--- config.mk ---
export PLATFORM = sky130hd
export DESIGN_NAME = decode_stage
export DESIGN_NICKNAME = d
export VERILOG_FILES = /design/src/rtl/lc3b_pkg.sv /design/src/rtl/scoreboard.sv /design/src/rtl/decode_stage.sv
export SDC_FILE = /design/constraint.sdc
export NUM_CORES = 1
export LEC_CHECK = 0
export ABC_AREA = 1
export CAP_MARGIN = 30
export CORE_AREA = 2 2 79 137
export CTS_CLUSTER_SIZE = 40
export DETAILED_ROUTE_END_ITERATION = 8
export DIE_AREA = 0 0 81 139
export GPL_ROUTABILITY_DRIVEN = 0
export GPL_TIMING_DRIVEN = 0
export PLACE_DENSITY = 0.79
export SYNTH_ARGS = -nofsm -noshare
export SYNTH_HDL_FRONTEND = slang
export SYNTH_HIERARCHICAL = 1
export SYNTH_SLANG_ARGS = --single-unit
--- constraint.sdc ---
create_clock -name clk -period 3.2 [get_ports clk]
set_input_delay 0.64 -clock clk [delete_from_list [all_inputs] [get_ports clk]]
set_output_delay 0.64 -clock clk [all_outputs]
set_load 0.05 [all_outputs]
--- src/rtl/lc3b_pkg.sv ---
// LC-3b decode constants, payload types and the instruction-field decoder.
package lc3b_pkg;

  localparam int unsigned DATA_W   = 16;
  localparam int unsigned REG_W    = 3;
  localparam int unsigned NUM_REGS = 8;
  localparam int unsigned OP_W     = 4;
  localparam int unsigned IMM5_W   = 5;

  localparam logic [OP_W-1:0] OP_BR   = 4'h0;
  localparam logic [OP_W-1:0] OP_ADD  = 4'h1;
  localparam logic [OP_W-1:0] OP_LDB  = 4'h2;
  localparam logic [OP_W-1:0] OP_STB  = 4'h3;
  localparam logic [OP_W-1:0] OP_JSR  = 4'h4;
  localparam logic [OP_W-1:0] OP_AND  = 4'h5;
  localparam logic [OP_W-1:0] OP_LDW  = 4'h6;
  localparam logic [OP_W-1:0] OP_STW  = 4'h7;
  localparam logic [OP_W-1:0] OP_RTI  = 4'h8;
  localparam logic [OP_W-1:0] OP_XOR  = 4'h9;
  localparam logic [OP_W-1:0] OP_JMP  = 4'hC;
  localparam logic [OP_W-1:0] OP_SHF  = 4'hD;
  localparam logic [OP_W-1:0] OP_LEA  = 4'hE;
  localparam logic [OP_W-1:0] OP_TRAP = 4'hF;

  localparam logic [REG_W-1:0] LINK_REG = 3'd7;

  // Register usage of one instruction; unused fields are forced to zero.
  typedef struct packed {
    logic             sr1_used;
    logic             sr2_used;
    logic             dr_we;
    logic [REG_W-1:0] sr1;
    logic [REG_W-1:0] sr2;
    logic [REG_W-1:0] dr;
  } dec_t;

  // Payload handed to execute.
  typedef struct packed {
    logic [DATA_W-1:0] ir;
    logic [DATA_W-1:0] pc;
    logic [DATA_W-1:0] a;
    logic [DATA_W-1:0] b;
    logic [REG_W-1:0]  dr;
    logic              dr_we;
  } issue_t;

  function automatic dec_t decode(input logic [DATA_W-1:0] ir);
    dec_t d;
    d = '0;
    case (ir[15:12])
      OP_ADD, OP_AND, OP_XOR: begin
        d.sr1_used = 1'b1;
        d.sr1      = ir[8:6];
        d.sr2_used = ~ir[5];
        d.sr2      = ir[5] ? '0 : ir[2:0];
        d.dr_we    = 1'b1;
        d.dr       = ir[11:9];
      end
      OP_LDB, OP_LDW, OP_SHF: begin
        d.sr1_used = 1'b1;
        d.sr1      = ir[8:6];
        d.dr_we    = 1'b1;
        d.dr       = ir[11:9];
      end
      OP_JMP: begin
        d.sr1_used = 1'b1;
        d.sr1      = ir[8:6];
      end
      OP_JSR: begin
        // JSRR (bit11=0) reads its base register; JSR is PC-relative.
        d.sr1_used = ~ir[11];
        d.sr1      = ir[11] ? '0 : ir[8:6];
        d.dr_we    = 1'b1;
        d.dr       = LINK_REG;
      end
      OP_STB, OP_STW: begin
        d.sr1_used = 1'b1;
        d.sr1      = ir[8:6];
        d.sr2_used = 1'b1;
        d.sr2      = ir[11:9];
      end
      OP_LEA: begin
        d.dr_we = 1'b1;
        d.dr    = ir[11:9];
      end
      OP_TRAP: begin
        d.dr_we = 1'b1;
        d.dr    = LINK_REG;
      end
      default: d = '0;
    endcase
    return d;
  endfunction

  function automatic logic [DATA_W-1:0] sext_imm5(input logic [IMM5_W-1:0] v);
    return {{(DATA_W-IMM5_W){v[IMM5_W-1]}}, v};
  endfunction

endpackage

--- src/rtl/scoreboard.sv ---
// Register busy tracking with set-over-clear priority and issue hazard detection.
module scoreboard
  import lc3b_pkg::*;
(
  input  logic                clk,
  input  logic                rst,
  input  logic                set_en,
  input  logic [REG_W-1:0]    set_idx,
  input  logic                wb_clr,
  input  logic [REG_W-1:0]    wb_idx,
  input  logic                kill_clr,
  input  logic [REG_W-1:0]    kill_idx,
  input  logic                sr1_used,
  input  logic [REG_W-1:0]    sr1,
  input  logic                sr2_used,
  input  logic [REG_W-1:0]    sr2,
  input  logic                dr_used,
  input  logic [REG_W-1:0]    dr,
  output logic                hazard_c,
  output logic [NUM_REGS-1:0] busy
);

  logic [NUM_REGS-1:0] wb_mask;
  logic [NUM_REGS-1:0] clr_mask;
  logic [NUM_REGS-1:0] set_mask;
  logic [NUM_REGS-1:0] live;
  logic [NUM_REGS-1:0] busy_nxt;

  always_comb begin
    wb_mask  = '0;
    clr_mask = '0;
    set_mask = '0;
    if (wb_clr)   wb_mask[wb_idx]    = 1'b1;
    clr_mask = wb_mask;
    if (kill_clr) clr_mask[kill_idx] = 1'b1;
    if (set_en)   set_mask[set_idx]  = 1'b1;
    busy_nxt = (busy & ~clr_mask) | set_mask;
  end

  // A register being written back this cycle no longer blocks issue.
  always_comb begin
    live     = busy & ~wb_mask;
    hazard_c = (sr1_used & live[sr1]) |
               (sr2_used & live[sr2]) |
               (dr_used  & live[dr]);
  end

  always_ff @(posedge clk or posedge rst) begin
    if (rst) busy <= '0;
    else     busy <= busy_nxt;
  end

endmodule

--- src/rtl/decode_stage.sv ---
// LC-3b decode stage: source decode, register read with writeback forwarding,
// scoreboard interlock and a single registered slot towards execute.
module decode_stage
  import lc3b_pkg::*;
(
  input  logic              clk,
  input  logic              rst,
  input  logic              in_valid,
  output logic              in_ready,
  input  logic [DATA_W-1:0] in_ir,
  input  logic [DATA_W-1:0] in_pc,
  output logic [REG_W-1:0]  rf_sr1,
  output logic [REG_W-1:0]  rf_sr2,
  input  logic [DATA_W-1:0] rf_sr1_data,
  input  logic [DATA_W-1:0] rf_sr2_data,
  input  logic              wb_we,
  input  logic [REG_W-1:0]  wb_dr,
  input  logic [DATA_W-1:0] wb_data,
  input  logic              flush,
  output logic              out_valid,
  input  logic              out_ready,
  output logic [DATA_W-1:0] out_ir,
  output logic [DATA_W-1:0] out_pc,
  output logic [DATA_W-1:0] out_a,
  output logic [DATA_W-1:0] out_b,
  output logic [REG_W-1:0]  out_dr,
  output logic              out_dr_we
);

  dec_t              dec_c;
  logic [DATA_W-1:0] opa_c;
  logic [DATA_W-1:0] opb_c;
  logic              hazard_c;
  logic              accept_c;
  logic              kill_c;
  issue_t            issue_c;
  issue_t            out_q;
  logic              valid_q;

  assign dec_c  = decode(in_ir);
  assign rf_sr1 = dec_c.sr1;
  assign rf_sr2 = dec_c.sr2;

  // Operand select: writeback bypass for used sources, immediate when SR2 is unused.
  always_comb begin
    opa_c = '0;
    opb_c = sext_imm5(in_ir[IMM5_W-1:0]);
    if (dec_c.sr1_used)
      opa_c = (wb_we && (wb_dr == dec_c.sr1)) ? wb_data : rf_sr1_data;
    if (dec_c.sr2_used)
      opb_c = (wb_we && (wb_dr == dec_c.sr2)) ? wb_data : rf_sr2_data;
  end

  always_comb begin
    issue_c.ir    = in_ir;
    issue_c.pc    = in_pc;
    issue_c.a     = opa_c;
    issue_c.b     = opb_c;
    issue_c.dr    = dec_c.dr;
    issue_c.dr_we = dec_c.dr_we;
  end

  assign in_ready = ~hazard_c & ~flush & (~valid_q | out_ready);
  assign accept_c = in_valid & in_ready;
  assign kill_c   = flush & valid_q & out_q.dr_we;

  scoreboard u_sb (
    .clk      (clk),
    .rst      (rst),
    .set_en   (accept_c & dec_c.dr_we),
    .set_idx  (dec_c.dr),
    .wb_clr   (wb_we),
    .wb_idx   (wb_dr),
    .kill_clr (kill_c),
    .kill_idx (out_q.dr),
    .sr1_used (dec_c.sr1_used),
    .sr1      (dec_c.sr1),
    .sr2_used (dec_c.sr2_used),
    .sr2      (dec_c.sr2),
    .dr_used  (dec_c.dr_we),
    .dr       (dec_c.dr),
    .hazard_c (hazard_c),
    .busy     ()
  );

  // Output slot: flush kills, accept loads, a consumed entry without refill empties.
  always_ff @(posedge clk or posedge rst) begin
    if (rst) begin
      valid_q <= 1'b0;
      out_q   <= '0;
    end else if (flush) begin
      valid_q <= 1'b0;
    end else if (accept_c) begin
      valid_q <= 1'b1;
      out_q   <= issue_c;
    end else if (out_ready) begin
      valid_q <= 1'b0;
    end
  end

  assign out_valid = valid_q;
  assign out_ir    = out_q.ir;
  assign out_pc    = out_q.pc;
  assign out_a     = out_q.a;
  assign out_b     = out_q.b;
  assign out_dr    = out_q.dr;
  assign out_dr_we = out_q.dr_we;

endmodule
**Run 1: metal 4**

Drawn at 4 px/µm. Supply wires on this layer in gray.
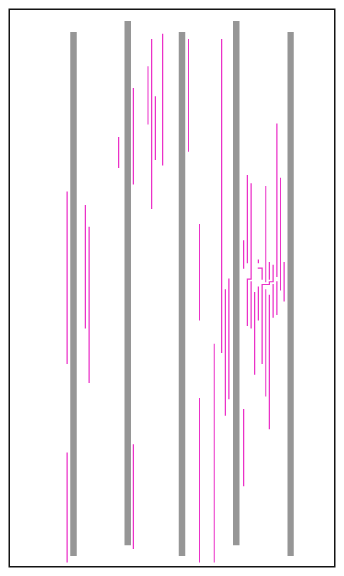
share of all routed wire = 6.1%
longest straight run = 78.2 µm
wire length on this layer = 923 µm
nets with wire on the layer = 32

**Run 1: congestion heat map**

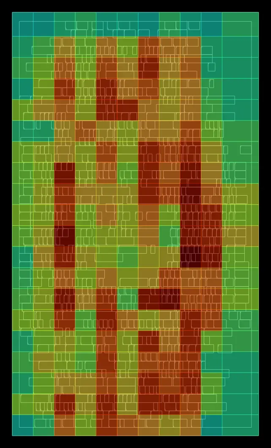
Core Util, Final: 0.6593
GRT Total Usage: 0.2712
global routing usage on met2: 0.4833
Routed wire per std cell: 15.76 µm

==> flow_summary_export.csv, run 1 <==
group,metric,value,unit
yosys,topCombFamilyByArea,"simple AND/OR/NAND/NOR gates",
power,clockPowerShare,0.203,
yosys,synth.cells.most_frequent,"nand2_1 (226), nand3_1 (110), inv_1 (95)",
yosys,synth_warnings,6,
global_routing,use_met3,0.04102,
cells_and_area,final-nonclk-buf-share,0.2791,
job,warnings,27,
cells_and_area,clkbuf_count,10,
final_timing,rsz0062_at_grt,"true",
yosys,synth.cellmix.simpleShare,0.3821,
floorplan,die_w,81,µm
route,antenna_left,0,
cells_and_area,layout_top_cell,"nand2_1",
floorplan,rows,49,
yosys,ys_top_cells_by_area,"dfrtp_1 (43%), nand2_1 (19%), nand3_1 (12%), inv_1 (8.0%), a21oi_1 (2.1%)",
final_timing,max_freq,0.3180,GHz
cts,clock_sinks,77,
critical_path,path_max_fanout,7,
placement,dpl_worst_slack,-1.166,ns
status,status,"complete, no violations",
critical_path,startpoint,"in_ir[6]",
critical_path,max_stage_delay,0.53,ns
final_timing,fin_tns_setup,0,ns
floorplan,core_area,10180,µm²
global_routing,grt.busiest_layer,"met2",
route,drt_first_iter_violations,273,
power,switching_share,0.4531,
cells_and_area,comb_area_frac,0.3101,
route,vias,4949,
route,via_per_inst,5.193,
yosys,ys_cells,641,
cts,cts.path.max_buffers,2,
cells_and_area,layout.nets,912,
cells_and_area,fin_cells,953,
cts,clkTransAtPathRegs,0.06,ns
cells_and_area,seq_share,0.2872,
placement,dp_hpwl,11450,µm
final_timing,worstMarginPinSlew,0.8817,ns
floorplan,fp_util,0.4353,
power,combPwrFrac,0.502,
placement,io_buffers,164,
global_routing,grt_util_met1,0.2893,
floorplan,die_h,139,µm
global_routing,grt_max_degree,70,
critical_path,crit_top_cell,"nand3_1",
power,ir_drop,0.4656,mV
global_routing,grt_pass1_vias,4919,
yosys,mux_share,0,
yosys,top_cell_area_share,0.4349,
cells_and_area,design_area,6710,µm²
critical_path,crit_arrival,2.51,ns
route,dr.pass1.iters,7,
worst_hold_path,min_from,"out_pc[5]$_DFFE_PP0P_",
cts,htree_levels,3,
critical_path,start_kind,"primary input",
critical_path,crit_family,"simple AND/OR/NAND/NOR gates",
yosys,fa_ha_area_frac,0,
yosys,async_reset_ff_frac,1.000,
cells_and_area,syn_to_final_growth,51.45,%
yosys,synth_flops,77,
power,power,4.970,mW
final_timing,fin_crit_sh,0.9828,
power,p_seq_frac,0.294,
placement,place_area,6246,µm²
power,cellLeakagePower,3.492,nW
worst_hold_path,hp-class,"reg2reg",
cts,cts_root_buf,"clkbuf_16",
power,power.density,740.7,nW/µm²
global_routing,grt-ovfl-total,0,
final_timing,finalClockSkew,0.01291,ns
worst_hold_path,holdPathStages,2,
cells_and_area,antenna_cells,0,
floorplan,n_tap_cell,127,
critical_path,reg2reg_slack,0.78,ns
cells_and_area,nonClockBufferCount,198,
critical_path,crit_type,"in2out",
worst_hold_path,min_to,"out_pc[5]$_DFFE_PP0P_",
final_timing,slew_violations,0,
cells_and_area,logic_area,2081,µm²
yosys,ys_seq_frac,0.4349,
cells_and_area,drive_gt1_frac,0.1247,
cells_and_area,nNonClkInverters,101,
cells_and_area,fillers,912,
cells_and_area,ff_count,77,
**Run 1: the metal 1 layer**

Drawn at 6 px/µm. Supply wires on this layer in gray.
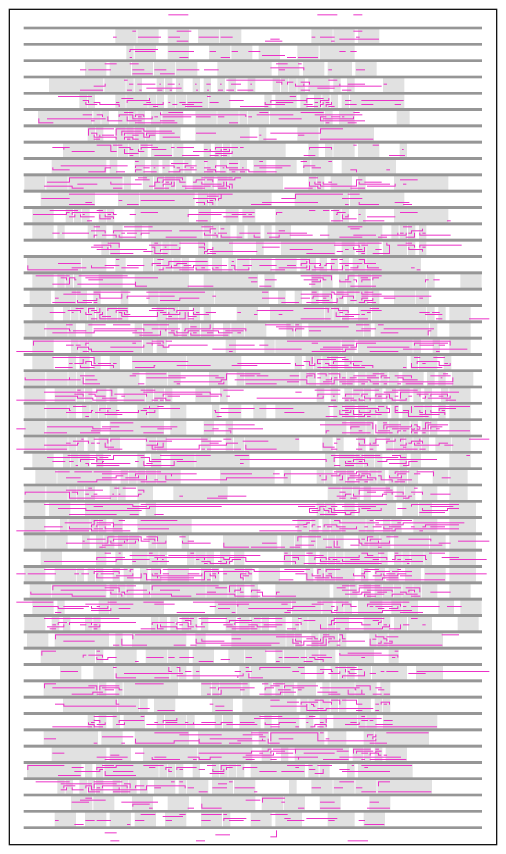
main direction = horizontal
longest straight run = 40.9 µm

run 1: power by group through the flow:
stage / sequential [mW] / combinational, mW / clock [mW]
6_report: 1.46 / 2.50 / 1.01
5_1_grt: 1.49 / 2.62 / 1.06
4_1_cts: 1.46 / 2.47 / 1.02
3_5_place_dp: 1.47 / 2.45 / 0
3_3_place_gp: 1.46 / 2.42 / 0
2_1_floorplan: 2.44 / 0.554 / 0
run 1: routing by layer:
| metal | wire length (µm) | vias up |
|---|---|---|
| met5 | 0 | - |
| met4 | 922 | 0 |
| met3 | 797 | 76 |
| met2 | 7995 | 241 |
| met1 | 5308 | 2283 |
| li1 | - | 2349 |
run 1: repair_timing:
action                                  CTS  global route
pin swaps                                 6            11
endpoints found under the setup margin   84            79
buffers inserted                          3             4
cloned                                    0             0
resized                                  30            38
==> inputs of run 2 (changes only) <==
--- a/config.mk
+++ b/config.mk
@@ -8,12 +8,13 @@
 export ABC_AREA = 1
 export CAP_MARGIN = 30
 export CORE_AREA = 2 2 79 137
-export CTS_CLUSTER_SIZE = 40
+export CTS_CLUSTER_SIZE = 14
 export DETAILED_ROUTE_END_ITERATION = 8
 export DIE_AREA = 0 0 81 139
 export GPL_ROUTABILITY_DRIVEN = 0
 export GPL_TIMING_DRIVEN = 0
 export PLACE_DENSITY = 0.79
+export REMOVE_ABC_BUFFERS = 1
 export SYNTH_ARGS = -nofsm -noshare
 export SYNTH_HDL_FRONTEND = slang
 export SYNTH_HIERARCHICAL = 1
**Run 2: where the registers sit**

Drawn at 4 px/µm. Other sequential cells in the stronger gray, the rest of the logic in the fainter gray.
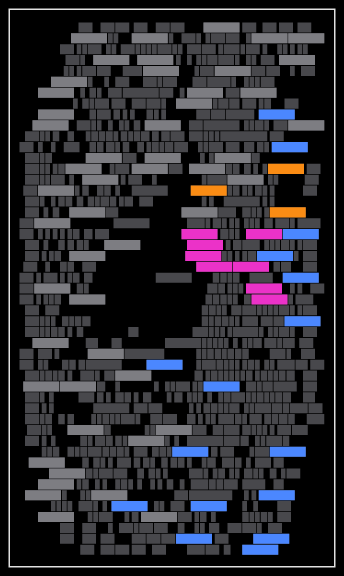
blue -> out_ir  # placed flops 16
orange -> out_dr  # placed flops 3
magenta -> u_sb/busy  # placed flops 8
not colored = 50

==> run 2 against run 1 <==
The flow now finishes with violations (setup timing). Count of clock-buffer cells in the layout is 1 higher. First-iteration DRC count is 60% higher. Largest power group unchanged. Worst setup slack got worse by 0.086 ns. Worst hold slack is essentially flat. Critical endpoint unchanged. Clock skew is 0.0039 ns lower. Maximum frequency down 2.7%. Sequential share of layout area fell by 0.48 points. Via count is 2.2% higher. Register-to-register slack got worse by 0.05 ns. Routed wire length up 4.6%. Global-route usage is 0.15 points higher.
==> flow_summary_export.csv, run 2 <==
group,metric,value,unit
cells_and_area,syn_to_final_growth,54.02,%
critical_path,max_stage_delay,0.52,ns
job,warnings,25,
worst_hold_path,min_from,"out_pc[8]$_DFFE_PP0P_",
yosys,fa_ha_area_frac,0,
yosys,synth.cellmix.simpleShare,0.3821,
global_routing,grt_use_total,0.2727,
cts,htree_levels,3,
cts,clkTransAtPathRegs,0.07,ns
yosys,async_reset_ff_frac,1.000,
final_timing,fin_crit_sh,1.010,
cells_and_area,final-nonclk-buf-share,0.2796,
cells_and_area,design_area,6824,µm²
critical_path,crit_arrival,2.59,ns
critical_path,crit_type,"in2out",
cts,cts.path.max_buffers,2,
yosys,ys_seq_frac,0.4349,
power,combPwrFrac,0.500,
yosys,ys_top_cells_by_area,"dfrtp_1 (43%), nand2_1 (19%), nand3_1 (12%), inv_1 (8.0%), a21oi_1 (2.1%)",
route,met1_length,5318,µm
power,switching_share,0.4511,
cells_and_area,nonClockBufferCount,188,
cells_and_area,clkbuf_count,11,
final_timing,finalClockSkew,0.009034,ns
cells_and_area,seq_share,0.2824,
worst_hold_path,holdPathStages,2,
floorplan,die_w,81,µm
global_routing,use_met3,0.04492,
cells_and_area,ff_count,77,
final_timing,fin_tns_setup,-0.03069,ns
critical_path,startpoint,"in_ir[10]",
route,met3WireLength,1004,µm
cells_and_area,comb_area_frac,0.3115,
power,p_seq_frac,0.285,
cells_and_area,fillers,840,
cells_and_area,fin_util,0.6705,
placement,dp_hpwl,10520,µm
power,power.density,743.0,nW/µm²
route,wire_per_inst,16.61,µm
floorplan,core_area,10180,µm²
route,dr.pass1.iters,6,
route,routed.top_layer,"met4",
power,power,5.070,mW
route,antenna_left,0,
status,status,"finished with violations",
worst_hold_path,min_to,"out_pc[8]$_DFFE_PP0P_",
final_timing,slew_violations,0,
final_timing,setup_viol,1,
cells_and_area,antenna_cells,0,
cells_and_area,nNonClkInverters,101,
yosys,topCombFamilyByArea,"simple AND/OR/NAND/NOR gates",
final_timing,fin_ws,-0.03069,ns
power,clockPowerShare,0.214,
cells_and_area,fin_cells,946,
cts,cts_root_buf,"clkbuf_16",
yosys,synth_warnings,6,
floorplan,die_h,139,µm
yosys,top_cell_area_share,0.4349,
critical_path,reg2reg_slack,0.73,ns
route,via_per_inst,5.345,
status,violations,"setup timing",
placement,dpl_worst_slack,-1.950,ns
yosys,ys_cells,641,
cts,cts-resized-gates,37,
==> run 2: power by group through the flow <==
stage	Sequential (mW)	Combinational, mW	Clock, mW
4_1_cts	1.44	2.49	1.10
6_report	1.45	2.54	1.09
5_1_grt	1.48	2.66	1.15
3_3_place_gp	1.45	2.39	0
3_5_place_dp	1.46	2.43	0
2_1_floorplan	2.44	0.528	0
==> run 2: cell families after synthesis <==
group	after synthesis
AOI/OAI and AO/OA	48
buffers and inverters	128
DFF	77
and+or+nand+nor	388
==> run 2: critical path, delay by kind of cell <==
family | cells | cell delay (ns)
AND/OR/NAND/NOR | 6 | 0.73
buffers and inverters | 3 | 0.88
AND-OR/OR-AND | 1 | 0.32
No activity file was given, so power comes from the tool's default toggle rates.
